File: src/rtl/wb_stage_buf.sv
`default_nettype none
// ============================================================================
// Module   : wb_stage_buf
// Purpose  : Writeback stage buffer. Selects the result source (ALU, load,
//            PC+4), aligns and sign/zero-extends load data, and queues
//            {rd,data} register-file writes in a DEPTH-entry FIFO. The FIFO
//            drains to the register-file write port under a valid/ready
//            handshake. Also provides a forwarding lookup into pending
//            writes and a count of accepted instructions.
// Ports    : clk           clock, rising edge
//            rst           asynchronous reset, active-low
//            i_valid       MEM stage presents an instruction
//            o_ready       stage can accept (registered, = not full)
//            i_we          instruction writes a register
//            i_wb_sel      00 ALU, 01 load, 10 PC+4, 11 ALU
//            i_ld_size     000 LB, 001 LH, 010 LW, 100 LBU, 101 LHU, else LW
//            i_addr_lo     low address bits of the load
//            i_mem_data    raw memory word
//            i_aluout_mem  ALU result
//            i_pc4         PC+4 link value
//            i_rd_mem      destination register
//            wb_ready      register file accepts the head write
//            WB_VALID      head entry valid
//            WB_DATA       {rd, data} of head entry
//            i_fwd_rs      register being read in decode
//            fwd_hit       a queued write to i_fwd_rs exists
//            fwd_data      data of youngest matching queued entry
//            RETIRE_CNT    instructions accepted since reset
// Revision : 1.0 - initial release
// ============================================================================
module wb_stage_buf #(
    parameter int XLEN  = 32,
    parameter int RAW   = 5,
    parameter int DEPTH = 4,
    parameter int CNT_W = 32
) (
    input  wire logic                 clk,
    input  wire logic                 rst,
    input  wire logic                 i_valid,
    output logic                      o_ready,
    input  wire logic                 i_we,
    input  wire logic [1:0]           i_wb_sel,
    input  wire logic [2:0]           i_ld_size,
    input  wire logic [1:0]           i_addr_lo,
    input  wire logic [XLEN-1:0]      i_mem_data,
    input  wire logic [XLEN-1:0]      i_aluout_mem,
    input  wire logic [XLEN-1:0]      i_pc4,
    input  wire logic [RAW-1:0]       i_rd_mem,
    input  wire logic                 wb_ready,
    output logic                      WB_VALID,
    output logic [RAW+XLEN-1:0]       WB_DATA,
    input  wire logic [RAW-1:0]       i_fwd_rs,
    output logic                      fwd_hit,
    output logic [XLEN-1:0]           fwd_data,
    output logic [CNT_W-1:0]          RETIRE_CNT
);

    localparam int c_PTR_W = $clog2(DEPTH);
    localparam int c_OCC_W = c_PTR_W + 1;
    localparam int c_ENT_W = RAW + XLEN;
    localparam logic [c_OCC_W-1:0] c_FULL = c_OCC_W'(DEPTH);

    // ------------------------------------------------------------------
    // Load alignment and extension
    // ------------------------------------------------------------------
    logic [7:0]       w_byte;
    logic [15:0]      w_half;
    logic [XLEN-1:0]  w_ld;
    logic [XLEN-1:0]  w_res;

    // Byte lane selected by the full low address; halfword lane ignores
    // addr_lo[0] so a misaligned LH still returns an aligned halfword.
    assign w_byte = 8'(i_mem_data >> {i_addr_lo, 3'b000});
    assign w_half = 16'(i_mem_data >> {i_addr_lo[1], 4'b0000});

    always_comb begin
        w_ld = i_mem_data;
        case (i_ld_size)
            3'b000:  w_ld = {{(XLEN-8){w_byte[7]}}, w_byte};
            3'b001:  w_ld = {{(XLEN-16){w_half[15]}}, w_half};
            3'b100:  w_ld = {{(XLEN-8){1'b0}}, w_byte};
            3'b101:  w_ld = {{(XLEN-16){1'b0}}, w_half};
            default: w_ld = i_mem_data;
        endcase
    end

    always_comb begin
        w_res = i_aluout_mem;
        case (i_wb_sel)
            2'b01:   w_res = w_ld;
            2'b10:   w_res = i_pc4;
            default: w_res = i_aluout_mem;
        endcase
    end

    // ------------------------------------------------------------------
    // FIFO control
    // ------------------------------------------------------------------
    logic [c_ENT_W-1:0] r_mem [DEPTH];
    logic [c_PTR_W-1:0] r_wptr;
    logic [c_PTR_W-1:0] r_rptr;
    logic [c_OCC_W-1:0] r_occ;
    logic               r_ready;
    logic [c_ENT_W-1:0] r_wb_data;
    logic [CNT_W-1:0]   r_retire;

    logic               w_accept;
    logic               w_push;
    logic               w_pop;
    logic [c_ENT_W-1:0] w_entry;
    logic [c_PTR_W-1:0] w_wptr_nxt;
    logic [c_PTR_W-1:0] w_rptr_nxt;
    logic [c_OCC_W-1:0] w_occ_nxt;
    logic [c_OCC_W-1:0] w_occ_after_pop;
    logic [c_ENT_W-1:0] w_head_nxt;

    assign w_accept = i_valid & r_ready;
    // x0 is hard-wired zero, so writes to it are dropped at the door.
    assign w_push   = w_accept & i_we & (i_rd_mem != '0);
    assign w_pop    = WB_VALID & wb_ready;
    assign w_entry  = {i_rd_mem, w_res};

    assign w_wptr_nxt = w_push ? (r_wptr + c_PTR_W'(1)) : r_wptr;
    assign w_rptr_nxt = w_pop  ? (r_rptr + c_PTR_W'(1)) : r_rptr;

    always_comb begin
        w_occ_nxt = r_occ;
        case ({w_push, w_pop})
            2'b10:   w_occ_nxt = r_occ + c_OCC_W'(1);
            2'b01:   w_occ_nxt = r_occ - c_OCC_W'(1);
            default: w_occ_nxt = r_occ;
        endcase
    end

    // If nothing older survives this edge, the new head is the entry being
    // pushed right now (its storage slot is not written until the edge).
    assign w_occ_after_pop = w_pop ? (r_occ - c_OCC_W'(1)) : r_occ;
    assign w_head_nxt      = (w_occ_after_pop == '0) ? w_entry : r_mem[w_rptr_nxt];

    always_ff @(posedge clk or negedge rst) begin
        if (!rst) begin
            r_wptr    <= '0;
            r_rptr    <= '0;
            r_occ     <= '0;
            r_ready   <= 1'b0;
            r_wb_data <= '0;
            r_retire  <= '0;
            for (int k = 0; k < DEPTH; k++) begin
                r_mem[k] <= '0;
            end
        end else begin
            if (w_push) begin
                r_mem[r_wptr] <= w_entry;
            end
            r_wptr  <= w_wptr_nxt;
            r_rptr  <= w_rptr_nxt;
            r_occ   <= w_occ_nxt;
            // Ready is a registered !full, so a pop while full only reopens
            // the input on the following cycle.
            r_ready <= (w_occ_nxt != c_FULL);
            if (w_accept) begin
                r_retire <= r_retire + CNT_W'(1);
            end
            // Holding the head in a register keeps WB_DATA at its last value
            // once the FIFO runs empty.
            if (w_occ_nxt != '0) begin
                r_wb_data <= w_head_nxt;
            end
        end
    end

    assign o_ready    = r_ready;
    assign WB_VALID   = (r_occ != '0);
    assign WB_DATA    = r_wb_data;
    assign RETIRE_CNT = r_retire;

    // ------------------------------------------------------------------
    // Forwarding lookup: walk entries oldest to youngest so the youngest
    // match overwrites earlier ones. The head still counts while popping.
    // ------------------------------------------------------------------
    always_comb begin
        fwd_hit  = 1'b0;
        fwd_data = '0;
        for (int i = 0; i < DEPTH; i++) begin
            if ((c_OCC_W'(i) < r_occ) && (i_fwd_rs != '0) &&
                (r_mem[r_rptr + c_PTR_W'(i)][c_ENT_W-1:XLEN] == i_fwd_rs)) begin
                fwd_hit  = 1'b1;
                fwd_data = r_mem[r_rptr + c_PTR_W'(i)][XLEN-1:0];
            end
        end
    end

endmodule
`default_nettype wire
File: config.mk
export PLATFORM = sky130hd
export DESIGN_NAME = wb_stage_buf
export DESIGN_NICKNAME = d
export VERILOG_FILES = /design/src/rtl/wb_stage_buf.sv
export SDC_FILE = /design/constraint.sdc
export NUM_CORES = 1
export LEC_CHECK = 0
export CORE_ASPECT_RATIO = 0.5
export CORE_UTILIZATION = 50
export CTS_CLUSTER_SIZE = 14
export DETAILED_ROUTE_END_ITERATION = 8
export PLACE_DENSITY_LB_ADDON = 0.3
export SYNTH_ARGS = -nofsm -noshare
export SYNTH_HDL_FRONTEND = slang
export SYNTH_SLANG_ARGS = --single-unit
File: constraint.sdc
create_clock -name clk -period 9.85 [get_ports clk]
set_clock_uncertainty 0.15 [all_clocks]
set_input_delay 2.4625 -clock clk [delete_from_list [all_inputs] [get_ports clk]]
set_output_delay 2.4625 -clock clk [all_outputs]
set_load 0.005 [all_outputs]
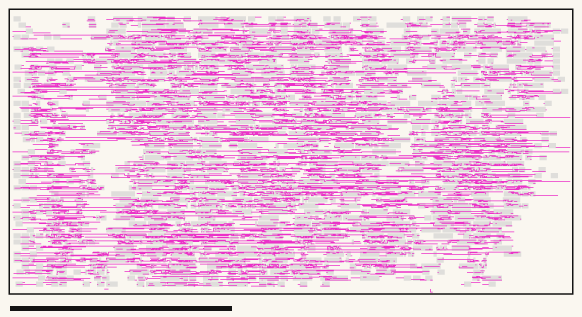
Run 1: M1 wires
Bar = 100 µm. Cells faint in the background.
longest straight run: 137 µm
share of all routed wire: 40%
nets with wire on the layer: 1571
wire length on this layer: 19300 µm
main direction: horizontal

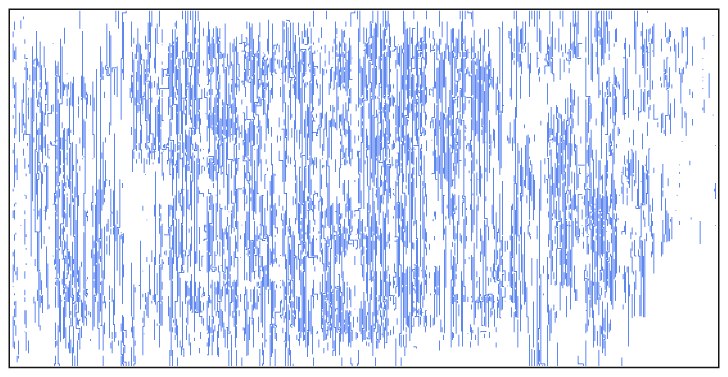
Run 1: met2 routing
main direction: vertical
share of all routed wire: 48%
met2 global-route usage: 49.4%
final wirelength: 48500 µm

==> GITHUB_STEP_SUMMARY, run 1 <==
## Implementation flow summary

| Metric | Value |
|---|---|
| Status | `finished, final reports clean` |
| Hold WC Path Type | `flop to flop` |
| Post-synth seq share | `35.6%` |
| PwrDens | `329 nW/µm²` |
| Worst hold start | `RETIRE_CNT[31]` |
| Crit path max fanout | `17` |
| Pint | `3.67 mW` |
| GRT overflow | `0` |
| TritonRoute pass-1 iters | `9` |
| Adder Area Share | `1.11%` |
| Place WS | `1310 ps` |
| VDD IR-drop max | `146 µV` |
| Number of setup buffers added after CTS | `0` |
| Final min period | `8710 ps` |
| Most numerous cell in the Yosys netlist | `dfrtp_1` |
| CTS Buf Count | `23` |
| DRC Markers | `0` |
| Commonest non-fill, non-tap cell in the layout | `dfrtp_1` |
| Htree depth | `1` |
| Synth Flop Type | `dfrtp_1` |
| Top post-synthesis cells by count | `dfrtp_1, nand2_1, o21ai_0, mux4_2, clkbuf_1` |
| Main area contributors | `dfrtp_1, mux4_2, nand2_1` |
| Net Count, Synth | `1608` |
| Slowest cell on crit path | `and4_2` |
| Ant. Diodes | `0` |
| Top-area cell share | `35.6%` |
| Slew Limit Fails | `0` |
| Layout cells sized above 1 | `17.6%` |
| Initial DRC count | `1338` |
| Number of global-route vias before repair | `13400` |
| Pwr top | `combinational logic` |
| MUX share of area | `29.3%` |
| Core area | `30700 µm²` |
| Tool Warnings | `36` |
| Total Power | `6.24 mW` |
| CTS Buffer Depth | `3` |
| Final GP Congestion | `0.927` |
| Syn avg cell area | `10.7 µm²` |
| Crit path top cell by count | `clkdlybuf4s50_1` |
| Fin worst setup slack | `1140 ps` |
| Area fraction in xor and xnor cells | `2.98%` |
| CTS Root Cell | `clkbuf_16` |
| IO Pins | `222` |
| Dpl cells | `2014` |
| Simple Share, Synth | `12.9%` |
| Fmax | `115 MHz` |
| Post-CTS sizing | `0` |
| Wirelength per Cell | `23.6 µm` |
| Startpoint types | `primary input` |
| Fillers | `2471` |
| Uppermost layer routed | `met5` |
| Post-synthesis instance total | `1476` |
| Pre-Place Util | `51.5%` |
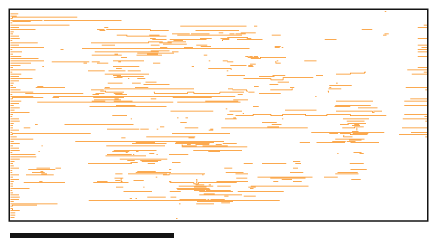
Run 1: signal wires on met3
Bar = 100 µm.
wire length on this layer: 4830 µm
longest straight run: 116 µm
nets with wire on the layer: 295
main direction: horizontal
share of all routed wire: 10%

run 1: sequential cells by signal, indices dropped and copies added, names as in the netlist:
register,cells
WB_DATA,37
r_wptr,2
r_mem,148
r_occ,3
RETIRE_CNT,32
r_rptr,2
o_ready,1
run 1: per-stage QoR:
stage / hold WS, ps / util [%]
2_1_floorplan: 315 / -
3_3_place_gp: 307 / 59.2
3_5_place_dp: 322 / 59.2
4_1_cts: 332 / 61.7
5_1_grt: 347 / 61.7
6_report: 328 / 61.7
run 1: layout make-up:
class	count	area, µm²	share of cell area [%]
inverter	24	90.1	0.475
tap	423	529	2.79
multi-input combinational	1092	9500	50.1
clock buffer	34	647	3.41
clock inverter	7	114	0.601
sequential	225	5640	29.7
timing repair buffer	250	2430	12.8
Run 1, metal 4:
Bar = 100 µm.
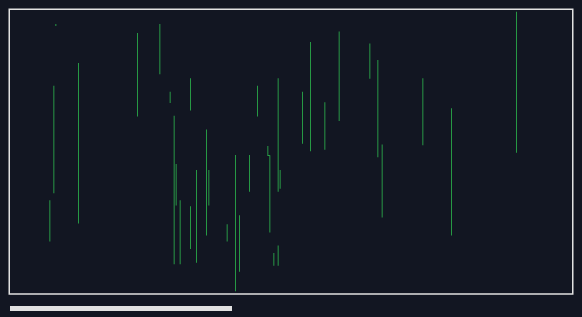

==> run 2: changes to the inputs <==
--- a/config.mk
+++ b/config.mk
@@ -6,7 +6,7 @@
 export NUM_CORES = 1
 export LEC_CHECK = 0
 export CORE_ASPECT_RATIO = 0.5
-export CORE_UTILIZATION = 50
+export CORE_UTILIZATION = 61
 export CTS_CLUSTER_SIZE = 14
 export DETAILED_ROUTE_END_ITERATION = 8
 export PLACE_DENSITY_LB_ADDON = 0.3
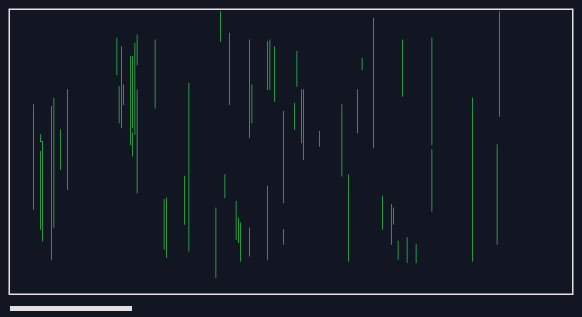
Run 2: metal 4
Bar = 50 µm.
longest straight run: 68.7 µm
share of all routed wire: 3.3%
wire length on this layer: 1540 µm
nets with wire on the layer: 48
via count: 13800
final wirelength: 47100 µm

==> run 2 against run 1 <==
Against the previous run:
- via count rose by 2.1%
- worst hold slack got worse by 5.5 ps
- clock-buffer cell count fell by 4
- critical path type unchanged
- core utilization rose by 13 points
- area after synthesis did not move
- global-route usage rose by 5.7 points
- worst setup slack improved by 100 ps
- sequential power barely moved
- largest cell class unchanged
- fmax rose by 1.2%
==> GITHUB_STEP_SUMMARY, run 2 <==
## Implementation flow summary

| Metric | Value |
|---|---|
| Status | `finished, final reports clean` |
| Net Count, Synth | `1608 (unchanged)` |
| Fmax | `116 MHz (+1.2%)` |
| Worst hold start | `RETIRE_CNT[31]` |
| Pint | `3.68 mW (+0.26%)` |
| VDD IR-drop max | `254 µV (+74%)` |
| Crit path max fanout | `20 (+3)` |
| Ant. Diodes | `0 (unchanged)` |
| Dpl cells | `1930 (-4.2%)` |
| Final GP Congestion | `0.924 (-0.38%)` |
| Startpoint types | `primary input` |
| Simple Share, Synth | `12.9% (unchanged)` |
| Layout cells sized above 1 | `17.4% (-0.17 points)` |
| Post-synthesis instance total | `1476 (unchanged)` |
| Initial DRC count | `1601 (+20%)` |
| Most numerous cell in the Yosys netlist | `dfrtp_1` |
| Number of setup buffers added after CTS | `0 (unchanged)` |
| Total Power | `6.27 mW (+0.41%)` |
| Fillers | `1722 (-30%)` |
| Met2 global-route usage | `58.8% (+9.3 points)` |
| GRT busiest layer | `met2` |
| Synth Flop Type | `dfrtp_1` |
| Post-synth seq share | `35.6% (unchanged)` |
| Area fraction in xor and xnor cells | `2.98% (unchanged)` |
| CTS Buf Count | `22 (-4.3%)` |
| Tool Warnings | `40 (+11%)` |
| Htree depth | `1 (unchanged)` |
| Sequential cell area | `5640 µm² (unchanged)` |
| GRT overflow | `0 (unchanged)` |
| CTS Buffer Depth | `3 (unchanged)` |
| Fin worst setup slack | `1240 ps (+102 ps)` |
| Slew Limit Fails | `0 (unchanged)` |
| Max reg flops | `148 (unchanged)` |
| Top post-synthesis cells by count | `dfrtp_1, nand2_1, o21ai_0, mux4_2, clkbuf_1` |
| Adder Area Share | `1.11% (unchanged)` |
| Post-CTS sizing | `0 (unchanged)` |
| Number of global-route vias before repair | `13400 (-0.13%)` |
| Commonest non-fill, non-tap cell in the layout | `dfrtp_1` |
| PwrDens | `333 nW/µm² (+1.0%)` |
| IO Pins | `222 (unchanged)` |
| MUX share of area | `29.3% (unchanged)` |
| CTS Root Cell | `clkbuf_16` |
| TritonRoute pass-1 iters | `7 (-2)` |
| Syn avg cell area | `10.7 µm² (unchanged)` |
| DRC Markers | `0 (unchanged)` |
| Hold slack final | `322 ps (-5.50 ps)` |
| Largest reg by FF count | `r_mem` |
| Area added between synthesis and finish | `19.0%` |
| Top-area cell share | `35.6% (unchanged)` |
| Uppermost layer routed | `met4` |
| Wirelength per Cell | `23.9 µm (+1.2%)` |
| Main area contributors | `dfrtp_1, mux4_2, nand2_1` |
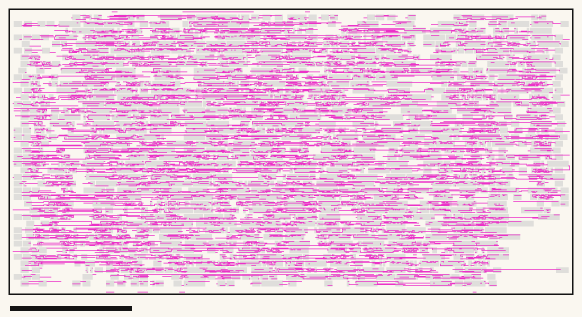
Run 2: M1 wires
Bar = 50 µm. Cells faint in the background.
nets with wire on the layer: 1552
main direction: horizontal
share of all routed wire: 38%
wire length on this layer: 18000 µm

[run 2: netlist changes by cell type in the layout (fill, tap and decap cells not counted), sizes merged]
cell / previous run / this run
clkinv: 4 / 5
buf: 30 / 25
bufinv: 3 / 4
clkinvlp: 0 / 1
clkbuf: 34 / 30
inv: 24 / 23
[run 2: cell type report]
| type | count | share of cell area (%) |
|---|---|---|
| multi-input combinational | 1092 | 50.4 |
| timing repair buffer | 245 | 12.9 |
| inverter | 24 | 0.478 |
| sequential | 225 | 29.9 |
| tap | 344 | 2.28 |
| clock buffer | 30 | 3.30 |
| clock inverter | 9 | 0.784 |
[run 2: critical path: stages]
cell             delay [ps]
clkdlybuf4s50_1         690
or4_1                   190
o21ai_1                  70
a2111oi_0               410
and4_2                  680
buf_4                   460
mux2i_1                 130
o221ai_1                300
clkdlybuf4s50_1         570
Power is estimated from default activity; no workload was simulated.
